--- config.mk ---
export PLATFORM = sky130hd
export DESIGN_NAME = irq_ctrl
export DESIGN_NICKNAME = d
export VERILOG_FILES = /design/src/rtl/irq_ctrl.sv
export SDC_FILE = /design/constraint.sdc
export NUM_CORES = 1
export LEC_CHECK = 0
export ABC_AREA = 0
export CAP_MARGIN = 10
export CORE_MARGIN = 4
export CORE_UTILIZATION = 48
export CTS_CLUSTER_SIZE = 16
export DETAILED_ROUTE_END_ITERATION = 12
export GPL_ROUTABILITY_DRIVEN = 0
export GPL_TIMING_DRIVEN = 0
export PLACE_DENSITY = 0.88
export SYNTH_ARGS = -nofsm -noshare
export SYNTH_HDL_FRONTEND = slang
export SYNTH_SLANG_ARGS = --single-unit
--- constraint.sdc ---
create_clock -name clk -period 2.85 [get_ports clk]
set_input_delay 0.7125 -clock clk [delete_from_list [all_inputs] [get_ports clk]]
set_output_delay 0.7125 -clock clk [all_outputs]
set_load 0.005 [all_outputs]
--- src/rtl/irq_ctrl.sv ---
// Machine-level interrupt controller: mip/mie state, 64-bit mtime/mtimecmp timer,
// external-line synchronizer and a req/ack sequencer into the XB-stage exception path.
module irq_ctrl #(
    parameter int unsigned PRESCALE    = 1,
    parameter int unsigned SYNC_STAGES = 2
) (
    input  logic        clk,
    input  logic        resetb,
    input  logic        ext_irq_in,
    input  logic        sw_irq_set,
    input  logic        sw_irq_clr,
    input  logic        cmp_we,
    input  logic        cmp_hi,
    input  logic [31:0] cmp_wdata,
    input  logic        mie_we,
    input  logic [31:0] mie_wdata,
    input  logic        global_mie,
    input  logic        XB_bubble,
    input  logic        exc_in,
    input  logic        irq_ack,
    output logic        irq_req,
    output logic [31:0] irq_cause,
    output logic [31:0] mip_out,
    output logic [31:0] mie_out,
    output logic [63:0] mtime_out
);

    localparam int PW = (PRESCALE > 1) ? $clog2(PRESCALE) : 1;
    localparam logic [PW-1:0] PRESC_MAX = PW'(PRESCALE - 1);
    localparam logic [PW-1:0] PRESC_ONE = PW'(1);

    typedef enum logic [1:0] {
        IDLE,
        REQ,
        BLOCK
    } state_t;

    state_t                 r_state;
    logic [PW-1:0]          r_presc;
    logic [63:0]            r_mtime;
    logic [63:0]            r_mtimecmp;
    logic                   r_mtip;
    logic                   r_msip;
    logic [SYNC_STAGES-1:0] r_sync;
    logic                   r_mie_e;
    logic                   r_mie_t;
    logic                   r_mie_s;
    logic [31:0]            r_cause;

    logic                   w_meip;
    logic [2:0]             w_pend;
    logic [3:0]             w_code;
    logic                   w_unused_mie;

    assign w_meip       = r_sync[SYNC_STAGES-1];
    assign w_unused_mie = &{1'b0, mie_wdata[31:12], mie_wdata[10:8], mie_wdata[6:4], mie_wdata[2:0]};

    always_ff @(posedge clk or negedge resetb) begin
        if (!resetb) begin
            r_presc <= '0;
            r_mtime <= '0;
        end else if (r_presc == PRESC_MAX) begin
            r_presc <= '0;
            r_mtime <= r_mtime + 64'd1;
        end else begin
            r_presc <= r_presc + PRESC_ONE;
        end
    end

    // MTIP compares the registered values, so a compare write shows up two cycles later.
    always_ff @(posedge clk or negedge resetb) begin
        if (!resetb) begin
            r_mtimecmp <= '1;
            r_mtip     <= 1'b0;
        end else begin
            r_mtip <= (r_mtime >= r_mtimecmp);
            if (cmp_we) begin
                if (cmp_hi) begin
                    r_mtimecmp[63:32] <= cmp_wdata;
                end else begin
                    r_mtimecmp[31:0] <= cmp_wdata;
                end
            end
        end
    end

    always_ff @(posedge clk or negedge resetb) begin
        if (!resetb) begin
            r_msip  <= 1'b0;
            r_sync  <= '0;
            r_mie_e <= 1'b0;
            r_mie_t <= 1'b0;
            r_mie_s <= 1'b0;
        end else begin
            r_sync <= {r_sync[SYNC_STAGES-2:0], ext_irq_in};
            if (sw_irq_set) begin
                r_msip <= 1'b1;
            end else if (sw_irq_clr) begin
                r_msip <= 1'b0;
            end
            if (mie_we) begin
                r_mie_e <= mie_wdata[11];
                r_mie_t <= mie_wdata[7];
                r_mie_s <= mie_wdata[3];
            end
        end
    end

    // Pending bits ordered {MEI, MSI, MTI}, which is also the priority order.
    assign w_pend = {w_meip & r_mie_e, r_msip & r_mie_s, r_mtip & r_mie_t};

    always_comb begin
        w_code = 4'd0;
        if (w_pend[2]) begin
            w_code = 4'd11;
        end else if (w_pend[1]) begin
            w_code = 4'd3;
        end else if (w_pend[0]) begin
            w_code = 4'd7;
        end
    end

    always_ff @(posedge clk or negedge resetb) begin
        if (!resetb) begin
            r_state <= IDLE;
            r_cause <= '0;
        end else begin
            case (r_state)
                IDLE: begin
                    if (global_mie && (w_pend != 3'b000)) begin
                        r_state <= REQ;
                        r_cause <= {1'b1, 27'b0, w_code};
                    end
                end
                REQ: begin
                    if (irq_ack && !exc_in) begin
                        r_state <= BLOCK;
                    end else if (!global_mie || (w_pend == 3'b000)) begin
                        r_state <= IDLE;
                    end
                end
                BLOCK: begin
                    if (!global_mie) begin
                        r_state <= IDLE;
                    end
                end
                default: begin
                    r_state <= IDLE;
                end
            endcase
        end
    end

    // Synchronous exceptions and XB bubbles mask the request without leaving REQ.
    assign irq_req   = (r_state == REQ) && !exc_in && !XB_bubble;
    assign irq_cause = r_cause;
    assign mip_out   = {20'b0, w_meip, 3'b0, r_mtip, 3'b0, r_msip, 3'b0};
    assign mie_out   = {20'b0, r_mie_e, 3'b0, r_mie_t, 3'b0, r_mie_s, 3'b0};
    assign mtime_out = r_mtime;

endmodule

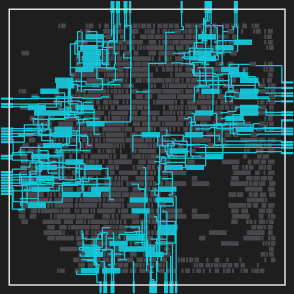
(run_1/port_nets.png)
Scale: 2 px per um.
| port | colour | bits | direction | edge | end cells | buffers | wire |
|---|---|---|---|---|---|---|---|
| mtime_out | cyan | 64 | output | 20 west, 15 east, 15 south, 14 north | 64 | 64 | 4380 um |

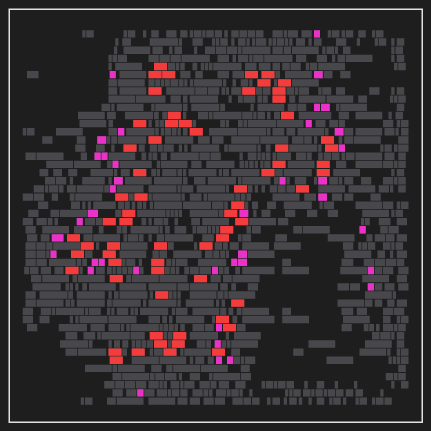
(run_1/gate_families.png)
Scale: 3 px per um.
| family | colour | cells |
|---|---|---|
| adder and majority cells | red | 65 |
| AND and OR gates | magenta | 39 |
most numerous logic cell after layout: clkdlybuf4s50_1
multi-input logic portion of the cell area: 35.3%
Non-Filler Instances: 1220

==> flow_summary_export.csv, run 1 <==
group,metric,value,unit
status,outcome,"completed",
pwr,intPower,4.13,mW
timing,setup_tns,0,ns
drt,drt-total-wl,19800,um
synthesis,avgSynthCellArea,10.5,um^2
setup_path,reg2reg_from,"r_mtimecmp[7]",
synthesis,synth_top_flop_cell,"dfrtp_1",
pwr,p_seq_share,42.8,%
floorplan,die_w,137,um
floorplan,coreArea,16100,um^2
drt,drc,0,
timing,tightest_slew,0.761,ns
timing,final_hold_viol_count,0,
cells_and_area,fin_nets,1131,
drt,drt-initial-drc-count,337,
floorplan,die_area,18800,um^2
pwr,power,5.39,mW
synthesis,yosys-top-cells-count,"buf_4, dfrtp_1, nand2_1",
timing,final-setup-viol-count,0,
cts,clock_latency,0.43,ns
setup_path,critPathKind,"reg2reg",
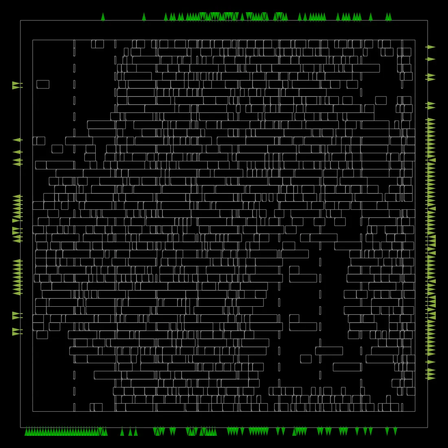
(run_1/final_placement.png)
Seq/total area: 34.4%
fill count: 1226

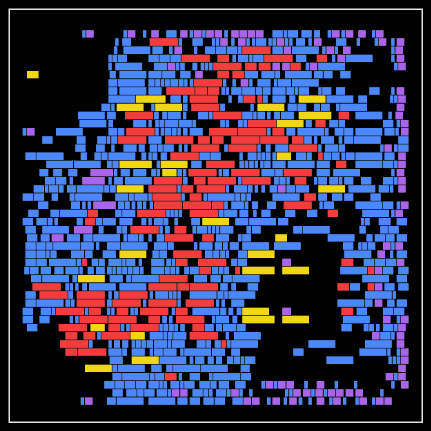
(run_1/drive_strength.png)
Scale: 3 px per um.
| size | colour | cells | share |
|---|---|---|---|
| drive 6 and up | yellow | 28 | 2.8% |
| drive 3 to 4 | purple | 101 | 10% |
| drive 1 or less | blue | 759 | 76% |
| drive 2 | red | 115 | 11% |

[run 1: area by class of cell]
type                    count  area, um^2  share of cell area (%)
inverters                  67         251                    2.40
clock inverters            10         160                    1.53
clock buffers              22         484                    4.62
well taps                 216         270                    2.58
multi-input cells         534        3710                    35.3
plain buffers             106         757                    7.22
repair buffers            123        1250                    11.9
flip-flops and latches    141        3610                    34.4
diodes                      1        2.50                  0.0239
[run 1: what timing repair did]
item                       CTS  global route
hold endpoints to repair     0             0
gates resized                0             1
setup endpoints to repair    0             1
[run 1: layer usage]
layer / vias up / global-route usage, % / share of wire, %
met5: - / 0 / 0
li1: 2886 / - / -
met4: 0 / 9.76 / 3.0
met1: 2898 / 26.0 / 39
met3: 50 / 4.60 / 6.6
met2: 228 / 36.4 / 51
[run 1: registers in the layout, summed over array words and instances, names as in the netlist, 2 cells and up]
| register | flops |
|---|---|
| mtime_out | 64 |
| r_mtimecmp | 64 |
| irq_cause | 4 |
| r_state | 2 |
| r_sync | 2 |
[run 1: power groups by stage]
stage | sequential (mW) | combinational [mW] | clock [mW]
6_report | 2.30 | 0.678 | 2.41
5_1_grt | 2.32 | 0.762 | 2.53
4_1_cts | 2.30 | 0.673 | 2.43
3_5_place_dp | 2.33 | 0.660 | 0
3_3_place_gp | 2.32 | 0.622 | 0
2_1_floorplan | 2.31 | 0.423 | 0
## Run 2: what changed since run 1
Settings changed: CTS_CLUSTER_SIZE 16 to 24, TNS_END_PERCENT set to 100.
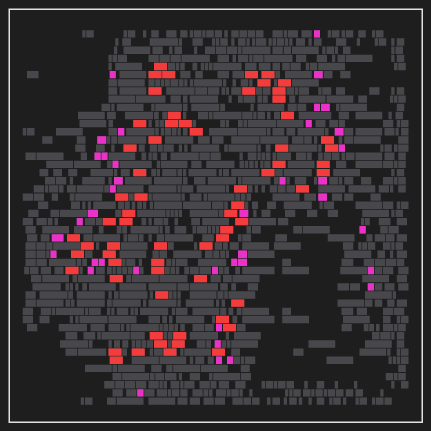
(run_2/gate_families.png)
Scale: 3 px per um.
| family | colour | cells |
|---|---|---|
| adder and majority cells | red | 65 |
| AND and OR gates | magenta | 39 |

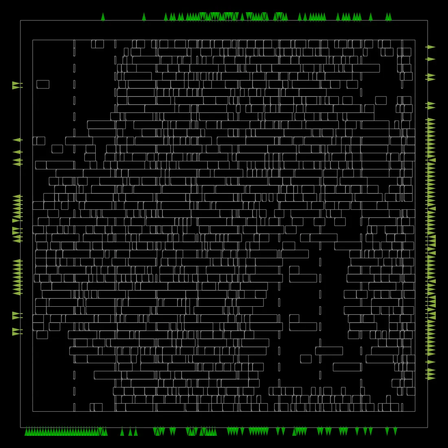
(run_2/final_placement.png)
tap cells: 216
row count: 46

==> flow_summary_export.csv, run 2 <==
group,metric,value,unit
synthesis,yosys-top-cells-count,"buf_4, dfrtp_1, nand2_1",
pwr,power.clock.total,2.41,mW
cells_and_area,fin_nets,1131,
synthesis,top_area_cell,"dfrtp_1",
pwr,powerComb,0.678,mW
setup_path,cp_max_fo,2,
synthesis,avgSynthCellArea,10.5,um^2
status,outcome,"completed",
pwr,p_seq,2.30,mW
drt,drc,0,
global_routing,grt_usage,21.4,%
cells_and_area,mostFrequentLayoutCell,"clkdlybuf4s50_1",
pwr,power_leakage,5.11,nW
cts,clock_latency,0.43,ns
floorplan,die_area,18800,um^2
cells_and_area,instances_no_fill,1220,
cts,cts_root_buf,"clkbuf_16",
drt,drt-initial-drc-count,337,
synthesis,synth_top_flop_cell,"dfrtp_1",
timing,tightest_slew,0.761,ns
pwr,intPower,4.13,mW
floorplan,die_w,137,um
pwr,power,5.39,mW
placement,place_ws,0.126,ns
pwr,netSwitchingFraction,23.3,%
cells_and_area,layout-drive-gt1-share,24.3,%
cells_and_area,n_fill_cell,1226,
synthesis,synth.yosys.num_cells,764,
timing,final_hold_viol_count,0,
timing,final-setup-viol-count,0,
pwr,top_power_group,"the clock network",
setup_path,critPathKind,"reg2reg",
timing,setup_tns,0,ns
pwr,p_seq_share,42.8,%
[run 2: cell counts after synthesis]
No cell type changed its count.
[run 2: kinds of logic after synthesis]
family	Yosys count
AOI/OAI and AO/OA	92
and+or+nand+nor	194
other	1
xor gates and xnor gates	62
buffers and inverters	173
adders and majority gates	65
muxes	36
DFF	141
[run 2: area by class of cell]
type                       count  area [um^2]  area share (%)
antenna                        1         2.50          0.0239
buffer                       106          757            7.22
clock buffer                  22          484            4.62
clock inverter                10          160            1.53
inverter                      67          251            2.40
multi-input combinational    534         3710            35.3
sequential                   141         3610            34.4
tap                          216          270            2.58
timing repair buffer         123         1250            11.9
[run 2: worst max-delay path: cells and delay by family (launching register included)]
family                     cells  cell delay, ns
AOI/OAI and AO/OA              6            1.68
DFF                            1            0.52
adders and majority gates      1            0.30
buffers and inverters          1            0.06
[run 2: per-layer routing]
layer / routed length [um] / vias up / track usage [%]
li1: - / 2886 / -
met1: 7820 / 2898 / 26.0
met2: 10100 / 228 / 36.4
met3: 1300 / 50 / 4.60
met4: 591 / 0 / 9.76
met5: 0 / - / 0
[run 2: path summary, 6_finish.rpt]
kind / endpoint / startpoint / slack [ns] / cells past startpoint
worst max-delay path: r_mtip / r_mtimecmp[7] / 0.11 / 8
worst min-delay path: mtime_out[24] / resetb / 0.28 / 1
worst max register to register: r_mtip / r_mtimecmp[7] / 0.11 / 8
worst min register to register: r_sync[1] / r_sync[0] / 0.35 / 0
max in group asynchronous: r_mtimecmp[9] / resetb / 1.75 / 2
min in group clk: r_sync[1] / r_sync[0] / 0.35 / 0
[run 2: what timing repair did]
item                                    4_1_cts  5_1_grt
hold buffers                                  0        0
resized                                       0        1
endpoints found under the setup margin        0        1
endpoints found under the hold margin         0        0
Power and IR drop assume default switching activity.
